`src/rtl/fetch_unit_if.sv`:
```
// Instruction-memory request/response bundle for the fetch stage.
//   imem_req    : fetch request valid (master -> slave)
//   imem_addr   : fetch address, 32 bits (master -> slave)
//   imem_ready  : slave accepts the request this cycle
//   imem_rvalid : response data valid
//   imem_rdata  : instruction word, 32 bits
interface fetch_unit_if;
  logic        imem_req;
  logic [31:0] imem_addr;
  logic        imem_ready;
  logic        imem_rvalid;
  logic [31:0] imem_rdata;

  modport master (
    output imem_req,
    output imem_addr,
    input  imem_ready,
    input  imem_rvalid,
    input  imem_rdata
  );

  modport slave (
    input  imem_req,
    input  imem_addr,
    output imem_ready,
    output imem_rvalid,
    output imem_rdata
  );
endinterface

```
`src/rtl/fetch_unit.sv`:
```
// Instruction fetch stage: holds the PC, fetches one instruction at a time
// over the imem interface, presents it to the decoder for a DECODE and an
// EXEC cycle, then redirects or advances the PC using branch/jump from the
// decoder.
//   clk, rst_n     : clock, synchronous active-low reset
//   imem           : instruction-memory master port (req/addr/ready/rvalid/rdata)
//   branch_i/jump_i/zero_i/imm_ext_i : redirect controls, valid in EXEC
//   hold_i         : downstream stall, freezes EXEC
//   instr_o/op_o   : held instruction and its opcode field
//   pc_o/pc_plus4_o: PC of the held instruction and its successor
//   instr_valid_o  : instr_o is live (DECODE or EXEC)
//   retire_o       : one-cycle completion pulse
//   instret_o      : retired-instruction counter
//   fetch_fault_o  : sticky misaligned-target flag
module fetch_unit #(
  parameter logic [31:0] RESET_PC  = 32'h0000_0000,
  parameter logic [31:0] NOP_INSTR = 32'h0000_0013
) (
  input  logic               clk,
  input  logic               rst_n,
  fetch_unit_if.master       imem,
  input  logic               branch_i,
  input  logic               jump_i,
  input  logic               zero_i,
  input  logic [31:0]        imm_ext_i,
  input  logic               hold_i,
  output logic [31:0]        instr_o,
  output logic [6:0]         op_o,
  output logic [31:0]        pc_o,
  output logic [31:0]        pc_plus4_o,
  output logic               instr_valid_o,
  output logic               retire_o,
  output logic [31:0]        instret_o,
  output logic               fetch_fault_o
);

  localparam int unsigned XLEN = 32;
  localparam int unsigned OPW  = 7;

  typedef enum logic [2:0] {
    S_IDLE,
    S_FETCH,
    S_WAIT,
    S_DECODE,
    S_EXEC,
    S_HALT
  } state_e;

  state_e          state_q, state_d;
  logic [XLEN-1:0] pc_q, pc_d;
  logic [XLEN-1:0] instr_q, instr_d;
  logic [XLEN-1:0] instret_q, instret_d;
  logic            retire_q, retire_d;
  logic            fault_q, fault_d;
  logic            pc_src;
  logic [XLEN-1:0] next_pc;

  // State and datapath registers
  always_ff @(posedge clk) begin
    if (!rst_n) begin
      state_q   <= S_IDLE;
      pc_q      <= RESET_PC;
      instr_q   <= NOP_INSTR;
      instret_q <= '0;
      retire_q  <= 1'b0;
      fault_q   <= 1'b0;
    end else begin
      state_q   <= state_d;
      pc_q      <= pc_d;
      instr_q   <= instr_d;
      instret_q <= instret_d;
      retire_q  <= retire_d;
      fault_q   <= fault_d;
    end
  end

  // Next-state and redirect logic
  always_comb begin
    state_d   = state_q;
    pc_d      = pc_q;
    instr_d   = instr_q;
    instret_d = instret_q;
    retire_d  = 1'b0;
    fault_d   = fault_q;
    pc_src    = jump_i | (branch_i & zero_i);
    next_pc   = pc_src ? (pc_q + imm_ext_i) : (pc_q + XLEN'(4));

    case (state_q)
      S_IDLE:   state_d = S_FETCH;
      // imem_req is high throughout FETCH, so ready alone completes the handshake
      S_FETCH:  if (imem.imem_ready) state_d = S_WAIT;
      S_WAIT: begin
        if (imem.imem_rvalid) begin
          instr_d = imem.imem_rdata;
          state_d = S_DECODE;
        end
      end
      S_DECODE: state_d = S_EXEC;
      S_EXEC: begin
        if (!hold_i) begin
          instr_d = NOP_INSTR;
          if (next_pc[1:0] != 2'b00) begin
            // Misaligned target: keep the faulting PC for inspection
            fault_d = 1'b1;
            state_d = S_HALT;
          end else begin
            pc_d      = next_pc;
            retire_d  = 1'b1;
            instret_d = instret_q + XLEN'(1);
            state_d   = S_FETCH;
          end
        end
      end
      S_HALT:   state_d = S_HALT;
      default:  state_d = S_IDLE;
    endcase
  end

  // Outputs decoded from the state register and registered values
  assign imem.imem_req  = (state_q == S_FETCH);
  assign imem.imem_addr = pc_q;
  assign instr_valid_o  = (state_q == S_DECODE) || (state_q == S_EXEC);
  assign instr_o        = instr_q;
  assign op_o           = instr_q[OPW-1:0];
  assign pc_o           = pc_q;
  assign pc_plus4_o     = pc_q + XLEN'(4);
  assign retire_o       = retire_q;
  assign instret_o      = instret_q;
  assign fetch_fault_o  = fault_q;

endmodule

```
`src/flat_wrapper.sv`:
```
// flat-port wrapper written by rule: the top's interface ports become plain ports
module fetch_unit_flat 
#(
  parameter logic [31:0] RESET_PC  = 32'h0000_0000,
  parameter logic [31:0] NOP_INSTR = 32'h0000_0013
)
  (clk, rst_n, branch_i, jump_i, zero_i, imm_ext_i, hold_i, instr_o, op_o, pc_o, pc_plus4_o, instr_valid_o, retire_o, instret_o, fetch_fault_o, imem_imem_req, imem_imem_addr, imem_imem_ready, imem_imem_rvalid, imem_imem_rdata);
  fetch_unit_if imem_i ();
  input  logic clk;
  input  logic rst_n;
  input  logic branch_i;
  input  logic jump_i;
  input  logic zero_i;
  input  logic [31:0] imm_ext_i;
  input  logic hold_i;
  output logic [31:0] instr_o;
  output logic [6:0] op_o;
  output logic [31:0] pc_o;
  output logic [31:0] pc_plus4_o;
  output logic instr_valid_o;
  output logic retire_o;
  output logic [31:0] instret_o;
  output logic fetch_fault_o;
  output wire logic [$bits(imem_i.imem_req)-1:0] imem_imem_req;
  output wire logic [$bits(imem_i.imem_addr)-1:0] imem_imem_addr;
  input wire logic [$bits(imem_i.imem_ready)-1:0] imem_imem_ready;
  input wire logic [$bits(imem_i.imem_rvalid)-1:0] imem_imem_rvalid;
  input wire logic [$bits(imem_i.imem_rdata)-1:0] imem_imem_rdata;
  assign imem_imem_req = imem_i.imem_req;
  assign imem_imem_addr = imem_i.imem_addr;
  assign imem_i.imem_ready = imem_imem_ready;
  assign imem_i.imem_rvalid = imem_imem_rvalid;
  assign imem_i.imem_rdata = imem_imem_rdata;
  fetch_unit #(.RESET_PC(RESET_PC), .NOP_INSTR(NOP_INSTR)) u_core (.clk(clk), .rst_n(rst_n), .imem(imem_i), .branch_i(branch_i), .jump_i(jump_i), .zero_i(zero_i), .imm_ext_i(imm_ext_i), .hold_i(hold_i), .instr_o(instr_o), .op_o(op_o), .pc_o(pc_o), .pc_plus4_o(pc_plus4_o), .instr_valid_o(instr_valid_o), .retire_o(retire_o), .instret_o(instret_o), .fetch_fault_o(fetch_fault_o));
endmodule
```
`config.mk`:
```
export PLATFORM = sky130hd
export DESIGN_NAME = fetch_unit_flat
export DESIGN_NICKNAME = d
export VERILOG_FILES = /design/src/rtl/fetch_unit_if.sv /design/src/rtl/fetch_unit.sv /design/src/flat_wrapper.sv
export SDC_FILE = /design/constraint.sdc
export NUM_CORES = 1
export LEC_CHECK = 0
export ABC_AREA = 1
export CORE_ASPECT_RATIO = 0.8
export CORE_MARGIN = 5
export CORE_UTILIZATION = 48
export DETAILED_ROUTE_END_ITERATION = 8
export PLACE_DENSITY_LB_ADDON = 0.08
export SETUP_SLACK_MARGIN = 0.05
export SYNTH_ARGS = -nofsm -noshare
export SYNTH_HDL_FRONTEND = slang
export SYNTH_SLANG_ARGS = --single-unit
```
`constraint.sdc`:
```
create_clock -name clk -period 2.66 [get_ports clk]
set_clock_uncertainty 0.15 [all_clocks]
set_input_delay 0.266 -clock clk [delete_from_list [all_inputs] [get_ports clk]]
set_output_delay 0.266 -clock clk [all_outputs]
set_load 0.02 [all_outputs]
```
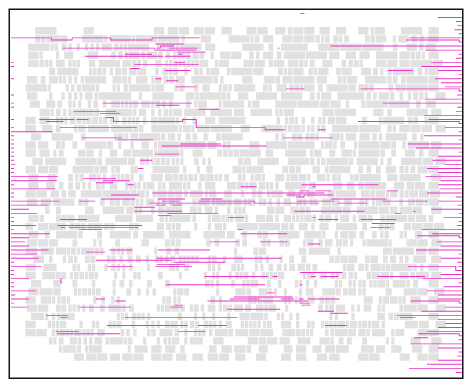
Figure 1: signal wires on met3.
Scale: 3 px per um. Cells faint in the background.
244 nets have wire on it. The layer carries 2,580 um of wire. The layer holds 9.3% of the routed length. The wires run mostly horizontal.
Via Count: 8,867
Final Routed Wirelength: 27,780 um
met3 usage: 5.537%

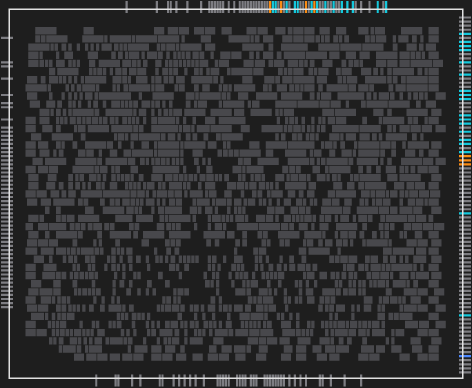
Figure 2: pin placement.
Scale: 3 px per um. Pins as bars across the die edge, other pins in gray.
Key: orange = op_o [pins 7, direction output, edge 4 north, 3 east]; blue = fetch_fault_o [pins 1, direction output, edge east]; cyan = imem_imem_rdata [pins 32, direction input, edge 18 east, 14 north]
Die X: 150.6 um
die height: 122.5 um
Port Buffers: 242

==> Changelog: implementation <==
### Changed

* Xor/xnor share at 5.287%
* Worst-path maximum fanout at 5
* GR peak layer: met2
* CP Capture Type: output port
* Die area at 18,460 sq um
* Fin crit share at a little over nine tenths
* First-pass GRT wire length at approximately 42,000 um
* Design area at 10,800 sq um
* Worst path max stage delay at 420 ps
* Status: complete, no violations
* Std cell rows at roughly 40
* Adder Share, Synth at under 10%
* Yosys warning count at 0
* CTS resizes at between 40 and 50
* Most used cell, CP: buf_4
* H-tree levels at 3
* Leak at 4.706 nW
* Synth async-reset ratio at 0%
* Drt wl/cell at around 16 um
* Top cells, area: dfxtp_1 (27%), nand2_1 (16%), a21oi_1 (8.6%)
* IO Count at around 240
* Worst Hold Path Cells at 2
* Post-synth EDFFs at 0
* Synthesized chip area reported by yosys at about 7600 sq um
[placed cells by master, fill, tap and decap left out, types with 10 or more instances in the layout]
cell type,netlist,layout
nand2_1,327,326
clkdlybuf4s50_1,0,217
a21oi_1,130,129
inv_1,109,109
nor2_1,106,103
nand3_1,104,103
dfxtp_1,101,101
buf_4,41,81
o21ai_0,54,54
ha_1,33,33
xor2_1,29,28
nor3_1,22,20
nand4_1,15,15
xnor2_1,15,13
dlygate4sd2_1,0,12
o21bai_1,10,10
[power by group]
part | internal [W] | total, W | leakage (nW) | switching (W)
Combinational | 0.000483 | 0.00110 | 3.75 | 0.000621
Sequential | 0.00161 | 0.00167 | 0.816 | 0.0000602
Clock | 0.000739 | 0.00135 | 0.141 | 0.000607
[area by class of cell]
| type | count | area, sq um |
|---|---|---|
| Inverter | 116 | 435.4 |
| Clock inverter | 6 | 70.07 |
| Clock buffer | 10 | 229.0 |
| Timing Repair Buffer | 323 | 2998 |
| Multi-Input combinational cell | 913 | 4776 |
| Sequential cell | 101 | 2022 |
| Fill cell | 1426 | 4847 |
| Tap cell | 215 | 269.0 |
[state kept, by name, summed over array words and instances (netlist names)]
register and count:
u_core.fetch_fault_o 1, u_core.imem.imem_addr 32, u_core.instr_o 32, u_core.state_q 3, u_core.instret_o 32, u_core.retire_o 1
[cells in the mapped netlist (all sizes together) (10+ instances only)]
library cell / n
ha: 33
nand4: 16
nor3: 26
xnor2: 16
nor2: 113
o21bai: 10
o21ai: 55
dfxtp: 101
clkbuf: 21
nand3: 106
xor2: 29
inv: 116
nand2: 330
buf: 55
a21oi: 131
[worst reg2reg max path: stages, from the launching register on]
cell	delay (ps)
dfxtp_1	320
buf_4	160
ha_1	380
nand2_1	110
nor2_1	180
nand2_1	70
o21ai_0	550
nand2_1	170
nand3_1	110
nand3_1	90
a21oi_1	130
No activity file was given, so power comes from the tool's default toggle rates.
